File: src/rtl/mips_pkg.sv
// rtl/mips_pkg.sv - shared MIPS constants for the multiply/divide unit
package mips_pkg;

   // operation select presented with start
   localparam logic [1:0] MD_MULT  = 2'd0;
   localparam logic [1:0] MD_MULTU = 2'd1;
   localparam logic [1:0] MD_DIV   = 2'd2;
   localparam logic [1:0] MD_DIVU  = 2'd3;

   // R-type funct codes decoded by the control unit into start/op
   localparam logic [5:0] FUNCT_MULT  = 6'b011000;
   localparam logic [5:0] FUNCT_MULTU = 6'b011001;
   localparam logic [5:0] FUNCT_DIV   = 6'b011010;
   localparam logic [5:0] FUNCT_DIVU  = 6'b011011;

   typedef enum logic [1:0] {
      MD_IDLE = 2'd0,
      MD_RUN  = 2'd1,
      MD_FIX  = 2'd2
   } md_state_t;

   function automatic logic op_is_div(input logic [1:0] op);
      return op[1];
   endfunction

   function automatic logic op_is_signed(input logic [1:0] op);
      return ~op[0];
   endfunction

endpackage

File: src/rtl/muldiv_sequencer_if.sv
// rtl/muldiv_sequencer_if.sv - request/result bundle between pipeline and multiply/divide unit
interface muldiv_sequencer_if #(
   parameter int WIDTH = 32
);
   logic             start;
   logic [1:0]       op;
   logic [WIDTH-1:0] rs_val;
   logic [WIDTH-1:0] rt_val;
   logic             rd_hi;
   logic             rd_lo;
   logic             busy;
   logic             done;
   logic             stall;
   logic [WIDTH-1:0] hi;
   logic [WIDTH-1:0] lo;

   modport master (
      output start, op, rs_val, rt_val, rd_hi, rd_lo,
      input  busy, done, stall, hi, lo
   );

   modport slave (
      input  start, op, rs_val, rt_val, rd_hi, rd_lo,
      output busy, done, stall, hi, lo
   );
endinterface

File: src/rtl/muldiv_step.sv
// rtl/muldiv_step.sv - one radix-2 shift-add multiply or restoring divide iteration
module muldiv_step #(
   parameter int WIDTH = 32
) (
   input  logic               is_div,
   input  logic [2*WIDTH-1:0] acc,
   input  logic [WIDTH-1:0]   opnd,
   output logic [2*WIDTH-1:0] acc_next
);
   logic [WIDTH:0]   mul_sum;
   logic [WIDTH:0]   rem_sh;
   logic [WIDTH-1:0] rem_diff;

   // multiply: conditionally add multiplicand to upper half, shift right with carry;
   // divide: shift remainder:quotient left, subtract divisor when it fits
   always_comb begin
      mul_sum  = {1'b0, acc[2*WIDTH-1:WIDTH]} + (acc[0] ? {1'b0, opnd} : {(WIDTH+1){1'b0}});
      rem_sh   = acc[2*WIDTH-1:WIDTH-1];
      rem_diff = rem_sh[WIDTH-1:0] - opnd;
      acc_next = {mul_sum, acc[WIDTH-1:1]};
      if (is_div) begin
         if (rem_sh >= {1'b0, opnd}) begin
            acc_next = {rem_diff, acc[WIDTH-2:0], 1'b1};
         end else begin
            acc_next = {rem_sh[WIDTH-1:0], acc[WIDTH-2:0], 1'b0};
         end
      end
   end
endmodule

File: src/rtl/muldiv_sequencer.sv
// rtl/muldiv_sequencer.sv - iterative MULT/MULTU/DIV/DIVU unit owning HI/LO
module muldiv_sequencer
   import mips_pkg::*;
#(
   parameter int WIDTH = 32,
   parameter int CNT_W = 6
) (
   input logic               clk,
   input logic               rst,
   muldiv_sequencer_if.slave md
);
   md_state_t          state, state_nxt;
   logic               is_div_q, div_zero_q, neg_q_q, neg_r_q, done_q;
   logic [CNT_W-1:0]   cnt;
   logic [2*WIDTH-1:0] acc, acc_step;
   logic [WIDTH-1:0]   opnd, rs_raw, hi_q, lo_q, fix_hi, fix_lo;
   logic               rs_neg, rt_neg;
   logic [WIDTH-1:0]   rs_mag, rt_mag;

   // the core iterates on magnitudes; signs are restored in FIX
   assign rs_neg = op_is_signed(md.op) & md.rs_val[WIDTH-1];
   assign rt_neg = op_is_signed(md.op) & md.rt_val[WIDTH-1];
   assign rs_mag = rs_neg ? -md.rs_val : md.rs_val;
   assign rt_mag = rt_neg ? -md.rt_val : md.rt_val;

   muldiv_step #(.WIDTH(WIDTH)) u_step (
      .is_div   (is_div_q),
      .acc      (acc),
      .opnd     (opnd),
      .acc_next (acc_step)
   );

   // state register
   always_ff @(posedge clk) begin
      if (rst) state <= MD_IDLE;
      else     state <= state_nxt;
   end

   // next state: WIDTH RUN cycles then one FIX cycle
   always_comb begin
      state_nxt = state;
      case (state)
         MD_IDLE: if (md.start) state_nxt = MD_RUN;
         MD_RUN:  if (cnt == CNT_W'(WIDTH - 1)) state_nxt = MD_FIX;
         MD_FIX:  state_nxt = MD_IDLE;
         default: state_nxt = MD_IDLE;
      endcase
   end

   // sign correction and divide-by-zero override applied to the final magnitudes
   always_comb begin
      fix_hi = acc[2*WIDTH-1:WIDTH];
      fix_lo = acc[WIDTH-1:0];
      if (!is_div_q) begin
         if (neg_q_q) {fix_hi, fix_lo} = -acc;
      end else if (div_zero_q) begin
         fix_hi = rs_raw;
         fix_lo = '1;
      end else begin
         if (neg_q_q) fix_lo = -acc[WIDTH-1:0];
         if (neg_r_q) fix_hi = -acc[2*WIDTH-1:WIDTH];
      end
   end

   // operand latch, iteration datapath and HI/LO write-back
   always_ff @(posedge clk) begin
      if (rst) begin
         is_div_q   <= 1'b0;
         div_zero_q <= 1'b0;
         neg_q_q    <= 1'b0;
         neg_r_q    <= 1'b0;
         done_q     <= 1'b0;
         cnt        <= '0;
         acc        <= '0;
         opnd       <= '0;
         rs_raw     <= '0;
         hi_q       <= '0;
         lo_q       <= '0;
      end else begin
         done_q <= (state == MD_FIX);
         case (state)
            MD_IDLE: begin
               if (md.start) begin
                  is_div_q   <= op_is_div(md.op);
                  div_zero_q <= (md.rt_val == '0);
                  neg_q_q    <= rs_neg ^ rt_neg;
                  neg_r_q    <= rs_neg;
                  rs_raw     <= md.rs_val;
                  cnt        <= '0;
                  acc        <= {{WIDTH{1'b0}}, rs_mag};
                  opnd       <= rt_mag;
               end
            end
            MD_RUN: begin
               acc <= acc_step;
               cnt <= cnt + 1'b1;
            end
            MD_FIX: begin
               hi_q <= fix_hi;
               lo_q <= fix_lo;
            end
            default: ;
         endcase
      end
   end

   assign md.busy  = (state != MD_IDLE);
   assign md.done  = done_q;
   assign md.stall = md.busy & (md.start | md.rd_hi | md.rd_lo);
   assign md.hi    = hi_q;
   assign md.lo    = lo_q;
endmodule

File: src/flat_wrapper.sv
// flat-port wrapper written by rule: the top's interface ports become plain ports
module muldiv_sequencer_flat import mips_pkg::*;
#(
   parameter int WIDTH = 32,
   parameter int CNT_W = 6
)
  (clk, rst, md_start, md_op, md_rs_val, md_rt_val, md_rd_hi, md_rd_lo, md_busy, md_done, md_stall, md_hi, md_lo);
  muldiv_sequencer_if #(.WIDTH(WIDTH)) md_i ();
  input logic clk;
  input logic rst;
  input wire logic [$bits(md_i.start)-1:0] md_start;
  input wire logic [$bits(md_i.op)-1:0] md_op;
  input wire logic [$bits(md_i.rs_val)-1:0] md_rs_val;
  input wire logic [$bits(md_i.rt_val)-1:0] md_rt_val;
  input wire logic [$bits(md_i.rd_hi)-1:0] md_rd_hi;
  input wire logic [$bits(md_i.rd_lo)-1:0] md_rd_lo;
  output wire logic [$bits(md_i.busy)-1:0] md_busy;
  output wire logic [$bits(md_i.done)-1:0] md_done;
  output wire logic [$bits(md_i.stall)-1:0] md_stall;
  output wire logic [$bits(md_i.hi)-1:0] md_hi;
  output wire logic [$bits(md_i.lo)-1:0] md_lo;
  assign md_i.start = md_start;
  assign md_i.op = md_op;
  assign md_i.rs_val = md_rs_val;
  assign md_i.rt_val = md_rt_val;
  assign md_i.rd_hi = md_rd_hi;
  assign md_i.rd_lo = md_rd_lo;
  assign md_busy = md_i.busy;
  assign md_done = md_i.done;
  assign md_stall = md_i.stall;
  assign md_hi = md_i.hi;
  assign md_lo = md_i.lo;
  muldiv_sequencer #(.WIDTH(WIDTH), .CNT_W(CNT_W)) u_core (.clk(clk), .rst(rst), .md(md_i));
endmodule
File: config.mk
export PLATFORM = sky130hd
export DESIGN_NAME = muldiv_sequencer_flat
export DESIGN_NICKNAME = d
export VERILOG_FILES = /design/src/rtl/mips_pkg.sv /design/src/rtl/muldiv_sequencer_if.sv /design/src/rtl/muldiv_step.sv /design/src/rtl/muldiv_sequencer.sv /design/src/flat_wrapper.sv
export SDC_FILE = /design/constraint.sdc
export NUM_CORES = 1
export LEC_CHECK = 0
export ABC_CLOCK_PERIOD_IN_PS = 6450
export CAP_MARGIN = 20
export CORE_MARGIN = 8
export CORE_UTILIZATION = 30
export DETAILED_ROUTE_END_ITERATION = 16
export PLACE_DENSITY = 0.54
export SLEW_MARGIN = 20
export SYNTH_ARGS = -nofsm -noshare
export SYNTH_HDL_FRONTEND = slang
export SYNTH_SLANG_ARGS = --single-unit
export TNS_END_PERCENT = 50
File: constraint.sdc
create_clock -name clk -period 6.45 [get_ports clk]
set_input_delay 1.29 -clock clk [delete_from_list [all_inputs] [get_ports clk]]
set_output_delay 1.29 -clock clk [all_outputs]
set_load 0.05 [all_outputs]
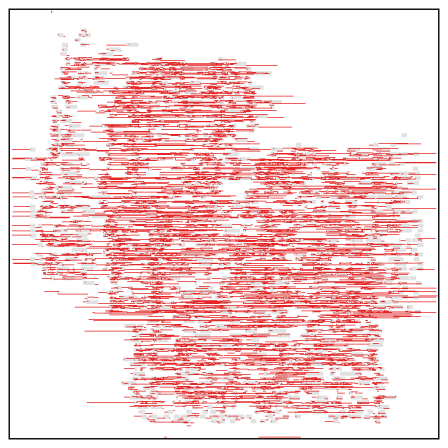
(signal wires on met1)
The longest straight run is 89.7 um. The layer holds 47% of the routed length. 2155 nets have wire on it. The layer carries 26.8 mm of wire.
grt met1 use: 0.2547
drt total wl: 56.99 mm
DR vias: 15660

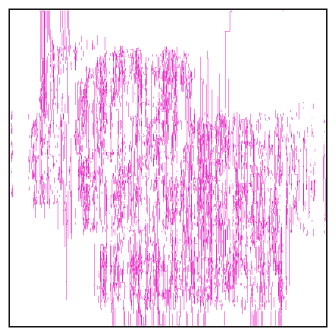
(metal 2)
1834 nets have wire on it. The layer carries 25.5 mm of wire. The wires run mostly vertical. The longest straight run is 85.8 um.
GR Layer Usage met2: 0.2909

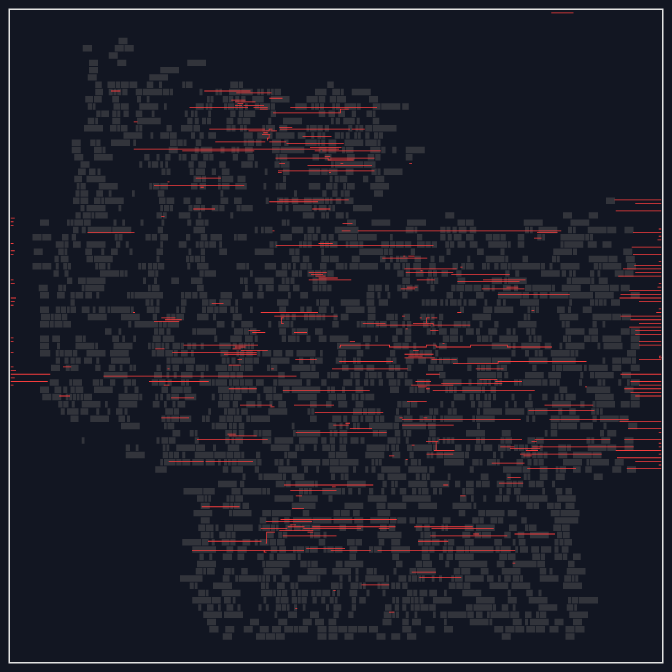
(signal wires on met3)
216 nets have wire on it. The layer carries 3340 um of wire. The wires run mostly horizontal. The longest straight run is 76.6 um.
GR Layer Usage met3: 0.01995

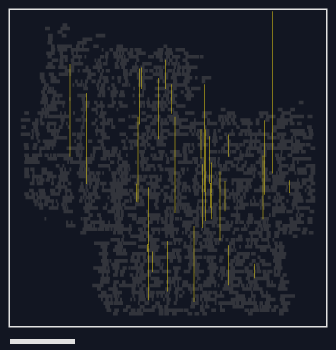
(signal wires on met4)
Scale bar: 50 um.
The longest straight run is 125 um. The layer holds 2.4% of the routed length.

==> results.cfg <==
; synthesis and place-and-route metrics
[worst_setup_path]
crit_buf_inv = 1
crit_slowest_cell = inv_1
crit_family = AND-OR/OR-AND gates
rrSetupSlack_ns = 2.11
cp_common_cell = o21ai_0
cp.depth = 12
cp-startpoint = u_core.acc[0]
worstSetupEndpoint = u_core.acc[62]
crit_arrival_ns = 4.78
path_max_fanout = 32
crit_required_ns = 6.89

[place]
dp_hpwl_mm = 43.28
numPlacedInstances = 2797

[detailed_routing]
drt-vias-per-instance = 5.505
drtPass1Iterations = 5
wl_met2_mm = 25.46

[power_and_ir_drop]
pwr-share-seq = 0.360
switchingPower_mw = 1.275
p_sw_frac = 0.3242

[finish]
nClkBuffers = 32
multi_input_comb_cells = 1689
stdcell_area_mm2 = 0.01834
clk_share = 0.05150
nFillCells = 5462

[synth]
postSynthAreaPerCell_um2 = 7.355
yosys_area_mm2 = 0.01562
common_cells = 240 x nand2_1, 239 x nor2_1, 205 x dfxtp_1, 181 x a21oi_1, 136 x clkbuf_1
ys_top_logic_family = AND-OR/OR-AND gates
ys_sh_aoi = 0.2725
flop_cell = dfxtp_1
fp_nets = 2266
synthTopCellsByArea = dfxtp_1 26%, a21oi_1 5.8%, a211oi_1 5.8%

[final_timing]
tightest_slew_ns = 1.017
clock-skew-final_ns = 0.02547
period_used_share = 0.6728

[floorplan]
coreArea_mm2 = 0.05141
rows = 83

[flow_run]
maxCapViolCount = 0

[min_path]
min_to = u_core.md.hi[14]

[clocking]
cts_made_buffers = 26

[grt]
grt_pass1_vias = 14810

[outcome]
status = finished, final reports clean
Power is estimated from default activity; no workload was simulated.
